File: src/rtl/bomb_pkg.sv
// Shared types, default constants and helpers for the bomb master controller.
package bomb_pkg;

  typedef enum logic [1:0] {
    ST_IDLE     = 2'd0,
    ST_ARMED    = 2'd1,
    ST_DEFUSED  = 2'd2,
    ST_EXPLODED = 2'd3
  } state_t;

  localparam int          CLK_HZ_DEFAULT        = 65000000;
  localparam int          START_SECONDS_DEFAULT = 300;
  localparam int          MAX_STRIKES_DEFAULT   = 3;
  localparam logic [15:0] LFSR_SEED_DEFAULT     = 16'hACE1;

  // Galois feedback mask for x^16 + x^14 + x^13 + x^11
  localparam logic [15:0] LFSR_TAPS = 16'hB400;

  function automatic logic [5:0] popcount(input logic [31:0] v);
    logic [5:0] n;
    n = 6'd0;
    for (int i = 0; i < 32; i++) begin
      n = n + {5'd0, v[i]};
    end
    return n;
  endfunction

  function automatic logic [15:0] lfsr_step(input logic [15:0] s);
    return s[0] ? ({1'b0, s[15:1]} ^ LFSR_TAPS) : {1'b0, s[15:1]};
  endfunction

endpackage

File: src/rtl/bomb_controller_one_hz_gen.sv
// Free-running period counter producing a one-cycle tick every CLK_HZ cycles;
// also used by the display blink logic.
module one_hz_gen #(
  parameter int CLK_HZ = 65000000
) (
  input  logic clock_65mhz,
  input  logic reset,
  input  logic clear,
  output logic tick
);

  localparam int            CW   = (CLK_HZ > 1) ? $clog2(CLK_HZ) : 1;
  localparam logic [CW-1:0] LAST = CW'(CLK_HZ - 1);

  logic [CW-1:0] count_r;
  logic [CW-1:0] count_nx_s;
  logic          tick_r;

  // Next count: clear restarts the period, otherwise wrap after LAST.
  always_comb begin
    count_nx_s = count_r;
    if (clear) begin
      count_nx_s = {CW{1'b0}};
    end else if (count_r == LAST) begin
      count_nx_s = {CW{1'b0}};
    end else begin
      count_nx_s = count_r + CW'(1'b1);
    end
  end

  // Counter register; tick is registered so it is high exactly while count == LAST.
  always_ff @(posedge clock_65mhz or posedge reset) begin
    if (reset) begin
      count_r <= {CW{1'b0}};
      tick_r  <= 1'b0;
    end else begin
      count_r <= count_nx_s;
      tick_r  <= (count_nx_s == LAST);
    end
  end

  assign tick = tick_r;

endmodule

File: src/rtl/bomb_controller.sv
// Bomb master controller: arms the puzzle modules, runs the countdown, counts
// strikes, decides DEFUSED/EXPLODED and owns the shared LFSR.
module bomb_controller
  import bomb_pkg::*;
#(
  parameter int          NUM_MODULES   = 4,
  parameter int          CLK_HZ        = CLK_HZ_DEFAULT,
  parameter int          START_SECONDS = START_SECONDS_DEFAULT,
  parameter int          MAX_STRIKES   = MAX_STRIKES_DEFAULT,
  parameter logic [15:0] LFSR_SEED     = LFSR_SEED_DEFAULT
) (
  input  logic                   clock_65mhz,
  input  logic                   reset,
  input  logic                   start,
  input  logic [NUM_MODULES-1:0] strike_in,
  input  logic [NUM_MODULES-1:0] defused_in,
  input  logic [NUM_MODULES-1:0] rng_enable,
  output logic [NUM_MODULES-1:0] module_enable,
  output logic                   one_hz_enable,
  output logic [3:0]             rng_output,
  output logic [9:0]             seconds_left,
  output logic [1:0]             strike_count,
  output logic                   armed,
  output logic                   defused,
  output logic                   exploded
);

  localparam int PW = $clog2(NUM_MODULES + 1);
  // sum width leaves headroom above both the 2-bit count and the popcount
  localparam int SW = ((PW > 2) ? PW : 2) + 1;
  localparam logic [9:0]             START_VAL = 10'(START_SECONDS);
  localparam logic [SW-1:0]          MAX_VAL   = SW'(MAX_STRIKES);
  localparam logic [NUM_MODULES-1:0] ALL_ONES  = {NUM_MODULES{1'b1}};
  localparam logic [NUM_MODULES-1:0] ALL_ZERO  = {NUM_MODULES{1'b0}};

  state_t                   state_r, state_nx_s;
  logic                     start_prev_r;
  logic [NUM_MODULES-1:0]   strike_prev_r;
  logic                     start_edge_s;
  logic [NUM_MODULES-1:0]   strike_edge_s;
  logic [PW-1:0]            pop_s;
  logic [SW-1:0]            strike_sum_s;
  logic [9:0]               seconds_r, seconds_nx_s;
  logic [1:0]               strikes_r, strikes_nx_s;
  logic                     timeout_s, max_hit_s;
  logic                     tick_s, clear_s;
  logic [NUM_MODULES-1:0]   enable_r;
  logic                     armed_r, defused_r, exploded_r;
  logic [15:0]              lfsr_r;

  assign start_edge_s  = start & ~start_prev_r;
  assign strike_edge_s = strike_in & ~strike_prev_r;
  assign pop_s         = PW'(popcount(32'(strike_edge_s)));
  assign strike_sum_s  = SW'(strikes_r) + SW'(pop_s);
  assign clear_s       = (state_r == ST_IDLE) && start_edge_s;

  one_hz_gen #(.CLK_HZ(CLK_HZ)) u_one_hz (
    .clock_65mhz (clock_65mhz),
    .reset       (reset),
    .clear       (clear_s),
    .tick        (tick_s)
  );

  // Next state, countdown and strike bookkeeping; explosion outranks defuse.
  always_comb begin
    state_nx_s   = state_r;
    seconds_nx_s = seconds_r;
    strikes_nx_s = strikes_r;
    timeout_s    = 1'b0;
    max_hit_s    = 1'b0;
    case (state_r)
      ST_IDLE: begin
        if (start_edge_s) begin
          state_nx_s   = ST_ARMED;
          seconds_nx_s = START_VAL;
          strikes_nx_s = 2'd0;
        end else begin
          state_nx_s = ST_IDLE;
        end
      end
      ST_ARMED: begin
        if (tick_s && (seconds_r != 10'd0)) begin
          seconds_nx_s = seconds_r - 10'd1;
          timeout_s    = (seconds_r == 10'd1);
        end else begin
          seconds_nx_s = seconds_r;
        end
        if (strike_sum_s >= MAX_VAL) begin
          strikes_nx_s = MAX_VAL[1:0];
          max_hit_s    = 1'b1;
        end else begin
          strikes_nx_s = strike_sum_s[1:0];
        end
        if (timeout_s || max_hit_s) begin
          state_nx_s = ST_EXPLODED;
        end else if (defused_in == ALL_ONES) begin
          state_nx_s = ST_DEFUSED;
        end else begin
          state_nx_s = ST_ARMED;
        end
      end
      ST_DEFUSED, ST_EXPLODED: begin
        state_nx_s = state_r;
      end
      default: begin
        state_nx_s = ST_IDLE;
      end
    endcase
  end

  // State, game counters, registered flags/enables and input edge history.
  always_ff @(posedge clock_65mhz or posedge reset) begin
    if (reset) begin
      state_r       <= ST_IDLE;
      seconds_r     <= START_VAL;
      strikes_r     <= 2'd0;
      enable_r      <= ALL_ZERO;
      armed_r       <= 1'b0;
      defused_r     <= 1'b0;
      exploded_r    <= 1'b0;
      start_prev_r  <= 1'b0;
      strike_prev_r <= ALL_ZERO;
    end else begin
      state_r       <= state_nx_s;
      seconds_r     <= seconds_nx_s;
      strikes_r     <= strikes_nx_s;
      enable_r      <= (state_nx_s == ST_ARMED) ? ALL_ONES : ALL_ZERO;
      armed_r       <= (state_nx_s == ST_ARMED);
      defused_r     <= (state_nx_s == ST_DEFUSED);
      exploded_r    <= (state_nx_s == ST_EXPLODED);
      start_prev_r  <= start;
      strike_prev_r <= strike_in;
    end
  end

  // Shared LFSR advances once per cycle while any module requests it.
  always_ff @(posedge clock_65mhz or posedge reset) begin
    if (reset) begin
      lfsr_r <= LFSR_SEED;
    end else if (|rng_enable) begin
      lfsr_r <= lfsr_step(lfsr_r);
    end else begin
      lfsr_r <= lfsr_r;
    end
  end

  assign module_enable = enable_r;
  assign one_hz_enable = tick_s;
  assign rng_output    = lfsr_r[3:0];
  assign seconds_left  = seconds_r;
  assign strike_count  = strikes_r;
  assign armed         = armed_r;
  assign defused       = defused_r;
  assign exploded      = exploded_r;

endmodule
File: config.mk
export PLATFORM = sky130hd
export DESIGN_NAME = bomb_controller
export DESIGN_NICKNAME = d
export VERILOG_FILES = /design/src/rtl/bomb_pkg.sv /design/src/rtl/bomb_controller_one_hz_gen.sv /design/src/rtl/bomb_controller.sv
export SDC_FILE = /design/constraint.sdc
export NUM_CORES = 1
export LEC_CHECK = 0
export CORE_ASPECT_RATIO = 0.75
export CORE_UTILIZATION = 50
export DETAILED_ROUTE_END_ITERATION = 16
export HOLD_SLACK_MARGIN = 0.06
export PLACE_DENSITY_LB_ADDON = 0.08
export SYNTH_ARGS = -nofsm -noshare
export SYNTH_HDL_FRONTEND = slang
export SYNTH_SLANG_ARGS = --single-unit
File: constraint.sdc
create_clock -name clock_65mhz -period 7.6 [get_ports clock_65mhz]
set_input_delay 2.28 -clock clock_65mhz [delete_from_list [all_inputs] [get_ports clock_65mhz]]
set_output_delay 2.28 -clock clock_65mhz [all_outputs]
set_load 0.02 [all_outputs]
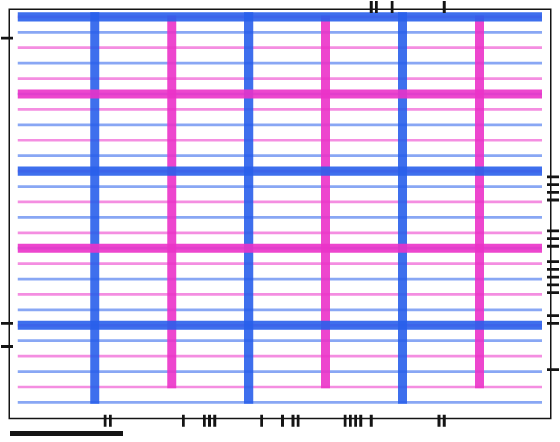
Run 1: PDN straps and rails
Scale bar: 20 um. Pins as bars on the die edge.
colour	net
blue	VSS
magenta	VDD
met5 straps	5
met4 straps	6
core area: 6290 um2
Die Ht: 71.9 um
VDD IR max: 0.130 mV
Die W: 95.2 um

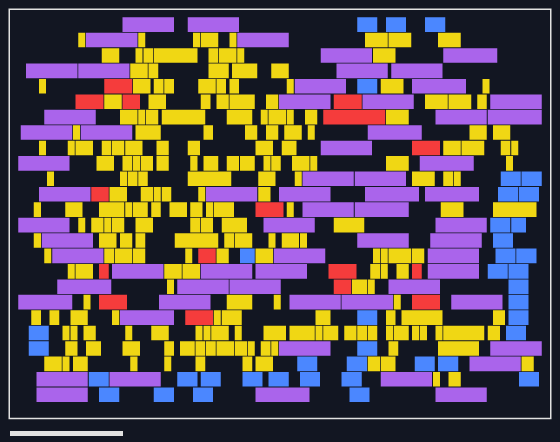
Run 1: cells coloured by class
Scale bar: 20 um.
colour	class	cells	share of their area
yellow	all other logic	221	41%
blue	other buffers and delay cells	40	10%
red	clock drivers and dummy loads	16	5.3%
purple	flip-flops	65	43%
Final Instance Area: 3880 um2
fraction of area in registers: 0.423
num rows: 25

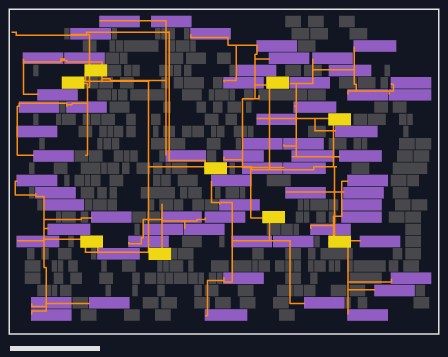
Run 1: clock wires, drivers and flops
Scale bar: 20 um.
[yellow] cells driving clock nets | count: 9
[purple] flip-flops | count: 65
[orange] clock wires | length: 882 um
flops lie	spread over the die
routed clock nets	10
skew final: 0.0122 ns
later-pin clock latency in the skew report: 0.35 ns
clock share of power: 0.325
P_clk: 0.000299 W

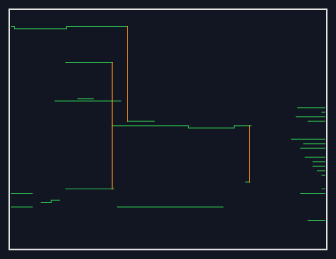
Run 1: wiring by layer
Only two layers are drawn.
colour	layer	wire length
orange	met4	83.6 um
green	met3	266 um
Wirelength per Cell: 14.4 um
via count: 2,261

==> reports/metrics.csv, run 1 <==
stage,metric,value,unit
final_layout,Flops,65,
final_layout,most frequent logic cell in the layout,dfrtp_1,
cts,Max Buffers Root-to-Sink,2,
final_layout,Largest register FFs,26,
synthesis,"Primary FF master, synth",dfrtp_1,
synthesis,number of enable flip-flop cells,0,
critical_path,CP max-delay cell,fa_1,
final_layout,Ant. Diodes,0,
detailed_routing,DR WL met2,2660,um
synthesis,mux share,0.0514,
synthesis,Flops after synth,65,
power_and_ir_drop,combinational power share,0.155,
synthesis,"Simple Share, Synth",0.233,
detailed_routing,routed wl met3,265,um
final_layout,Signal buf overhead,0.102,
power_and_ir_drop,Seq group,0.000477,W
synthesis,synthesized area,3260,um2
power_and_ir_drop,Largest Pwr Group,registers,
final_layout,most instantiated logic cells after routing,"dfrtp_1, nor2_1, clkdlybuf4s50_1, xnor2_1, nand2_1",
power_and_ir_drop,pwr/cell area,237,nW/um2
global_routing,total track usage,0.201,
power_and_ir_drop,total power,0.000918,W
floorplanning,fp util,0.519,
run_status,status,completed,
critical_path,Critical R2R Capture,defused,
critical_path,flop2flop setup slack,4.85,ns
final_timing,Setup WS post-layout,2.87,ns
critical_path,Top Family by Delay on Critical Path,adder cells,
floorplanning,die area,6850,um2
placed_design,Routability Congestion,0.805,
power_and_ir_drop,Pint,0.000658,W
detailed_routing,final antenna-violating net count,0,
placed_design,worst slack at placement,2.49,ns
detailed_routing,Avg Vias per Cell,5.35,
worst_hold_path,worst hold stages,2,
final_layout,Layout Cells excl Fill,423,
global_routing,met1 GRT Util,0.295,
final_layout,nets,358,
synthesis,Max-area cell share,0.407,
global_routing,initial antenna violation count,0,
critical_path,CP Buf/Inv Count,3,
critical_path,slowest cell delay on critical path,0.49,ns
power_and_ir_drop,switch share,0.283,
final_timing,Slew HR,0.331,
synthesis,xor+xnor area frac,0.0886,
synthesis,Synth top cells by count,"dfrtp_1, nor2_1, xnor2_1, nand2_1, nand3_1",
critical_path,worst-path maximum fanout,3,
placed_design,# port buffers,38,
detailed_routing,Remaining DRCs,0,
worst_hold_path,Hold EP,lfsr_r[10],
global_routing,pin count of the biggest net entering global routing,66,
critical_path,CP dominant cell by count,fa_1,
global_routing,vias in the first global route,2111,
final_layout,comb_multi_in,209,
final_layout,Non-clock buffers,40,
synthesis,register area share after synthesis,0.503,
final_layout,Top class by area,flip-flops and latches,
cts,Hold Buf Count CTS,0,
cts,total CTS buffers,9,
critical_path,WP data required,7.84,ns
global_routing,gr ovfl total,0,
final_timing,Period minus WS final,4.73,ns
Run 1, placement view:
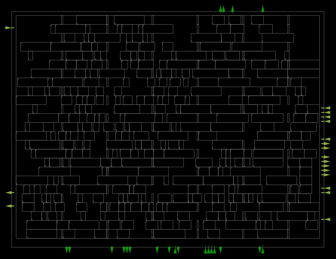

==> run 2: changes to the inputs <==
==> constraint.sdc (replaced) <==
create_clock -name clock_65mhz -period 4.75 [get_ports clock_65mhz]
set_input_delay 1.425 -clock clock_65mhz [delete_from_list [all_inputs] [get_ports clock_65mhz]]
set_output_delay 1.425 -clock clock_65mhz [all_outputs]
set_load 0.02 [all_outputs]
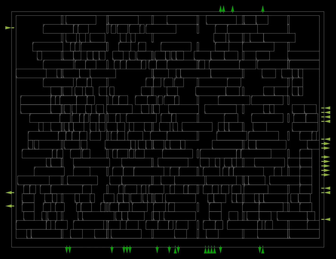
Run 2: placement view
fraction of area in registers: 0.418
Final Core Density: 0.624
Layout Cells excl Fill: 425
Well-Tap Cells: 81
Filler cells: 547

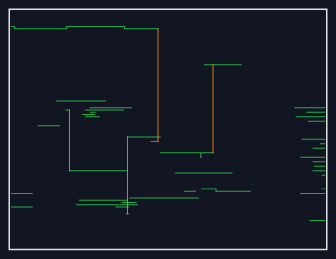
Run 2: wiring by layer
Only two layers are drawn.
colour	layer	wire length
green	met3	339 um
orange	met4	102 um
Wirelength per Cell: 14.4 um
via count: 2,303
total track usage: 0.204
drt total wl: 6120 um

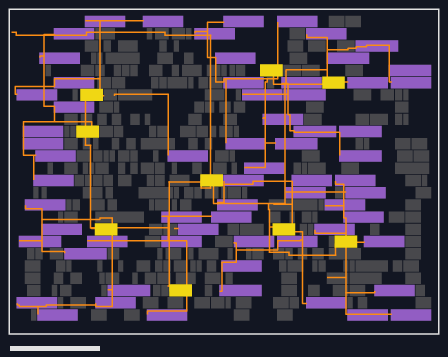
Run 2: clock wires, drivers and flops
Scale bar: 20 um.
[yellow] cells driving clock nets | count: 9
[orange] clock wires | length: 909 um
[purple] flip-flops | count: 65
routed clock nets	10
P_clk: 0.000535 W
clock share of power: 0.351
skew final: 0.00782 ns

==> run 2 against run 1 <==
  * Die size did not move
  * Synthesized cell count did not move
  * Clock-buffer cell count rose by 1
  * Combinational power rose by 59%
  * Sequential cell count did not move
  * Clock power rose by 79%
  * Critical path type unchanged
==> reports/metrics.csv, run 2 <==
stage,metric,value,unit
cts,Max Buffers Root-to-Sink,2,
synthesis,ys cells,301,
final_layout,Top class by area,flip-flops and latches,
final_layout,Signal buf overhead,0.105,
critical_path,crit end category,flip-flop,
run_status,status,completed,
flow_run,maxcap violations,0,
synthesis,Complex Gates by Area,0.0514,
synthesis,"Simple Share, Synth",0.233,
synthesis,Flops after synth,65,
synthesis,Top logic family,simple AND/OR/NAND/NOR gates,
final_timing,Setup WS post-layout,0.869,ns
floorplanning,Die W,95.2,um
critical_path,Crit path depth,11,
critical_path,CP max-delay cell,fa_1,
cts,Hold Buf Count CTS,0,
synthesis,Synth top cells by count,"dfrtp_1, nor2_1, xnor2_1, nand2_1, nand3_1",
cts,post_cts resized,0,
power_and_ir_drop,pwr/cell area,389,nW/um2
critical_path,Worst Setup SP,strike_in[0],
synthesis,number of enable flip-flop cells,0,
cts,Clock Pin Slew Worst Setup and Hold Paths,0.08,ns
global_routing,initial antenna violation count,0,
detailed_routing,Avg Vias per Cell,5.42,
final_layout,most frequent logic cell in the layout,dfrtp_1,
final_layout,comb_multi_in,209,
critical_path,Critical R2R Capture,defused,
final_layout,most instantiated logic cells after routing,"dfrtp_1, nor2_1, clkdlybuf4s50_1, xnor2_1, nand2_1",
synthesis,mux share,0.0514,
power_and_ir_drop,Largest Pwr Group,registers,
cts,later-pin clock latency in the skew report,0.35,ns
synthesis,xor+xnor area frac,0.0886,
synthesis,Max-area cell share,0.407,
power_and_ir_drop,Pint,0.00112,W
critical_path,Top Family by Delay on Critical Path,adder cells,
final_layout,Flops,65,
floorplanning,I/O pin total,39,
critical_path,Critical Path End,defused,
power_and_ir_drop,switch share,0.267,
final_timing,setup repair after global routing missed its margin,false,
synthesis,synthesized area per cell,10.8,um2
final_layout,Ant. Diodes,0,
floorplanning,num rows,25,
synthesis,synthesized area,3260,um2
critical_path,CP Buf/Inv Count,3,
critical_path,CP dominant cell by count,fa_1,
final_layout,Non-clock buffers,42,
critical_path,flop2flop setup slack,2.00,ns
global_routing,met1 GRT Util,0.300,
floorplanning,core area,6290,um2
placed_design,Placement Cell Area,3690,um2
final_layout,Largest register FFs,26,
detailed_routing,Remaining DRCs,0,
global_routing,GRT met2 Usage,0.283,
final_timing,Hold Fails Final Rpt,0,
power_and_ir_drop,Seq group,0.000761,W
power_and_ir_drop,total power,0.00152,W
synthesis,register area share after synthesis,0.503,
detailed_routing,DR WL met2,2670,um
critical_path,worst-path maximum fanout,3,
critical_path,CP cell instances,"clkdlybuf4s50_1, nand2b_1, fa_1, fa_1, inv_1, fa_1, a211oi_1, o31ai_1, inv_1, a21oi_1, nor2b_1",
placed_design,worst slack at placement,0.506,ns
synthesis,Post-Synthesis Cells,301,
placed_design,Routability Congestion,0.822,
global_routing,vias in the first global route,2124,
final_timing,Slew HR,0.346,
global_routing,gr ovfl total,0,
detailed_routing,final antenna-violating net count,0,
floorplanning,fp util,0.519,
synthesis,Synth warnings,0,
global_routing,pin count of the biggest net entering global routing,43,
worst_hold_path,Hold Path Class,reg2reg,
cts,total CTS buffers,9,
critical_path,WP data required,4.99,ns
floorplanning,Die Ht,71.9,um
final_layout,nets,360,
final_layout,Signal inverters,12,
final_timing,Max Freq,258,MHz
detailed_routing,routed wl met3,339,um
power_and_ir_drop,combinational power share,0.150,
final_timing,Period minus WS final,3.88,ns
power_and_ir_drop,VDD IR max,0.248,mV
critical_path,slowest cell delay on critical path,0.49,ns
synthesis,"Primary FF master, synth",dfrtp_1,
worst_hold_path,worst hold stages,2,
floorplanning,die area,6850,um2
final_layout,Final Instance Area,3920,um2
placed_design,# port buffers,38,
worst_hold_path,Hold EP,lfsr_r[10],
No activity file was given, so power comes from the tool's default toggle rates.
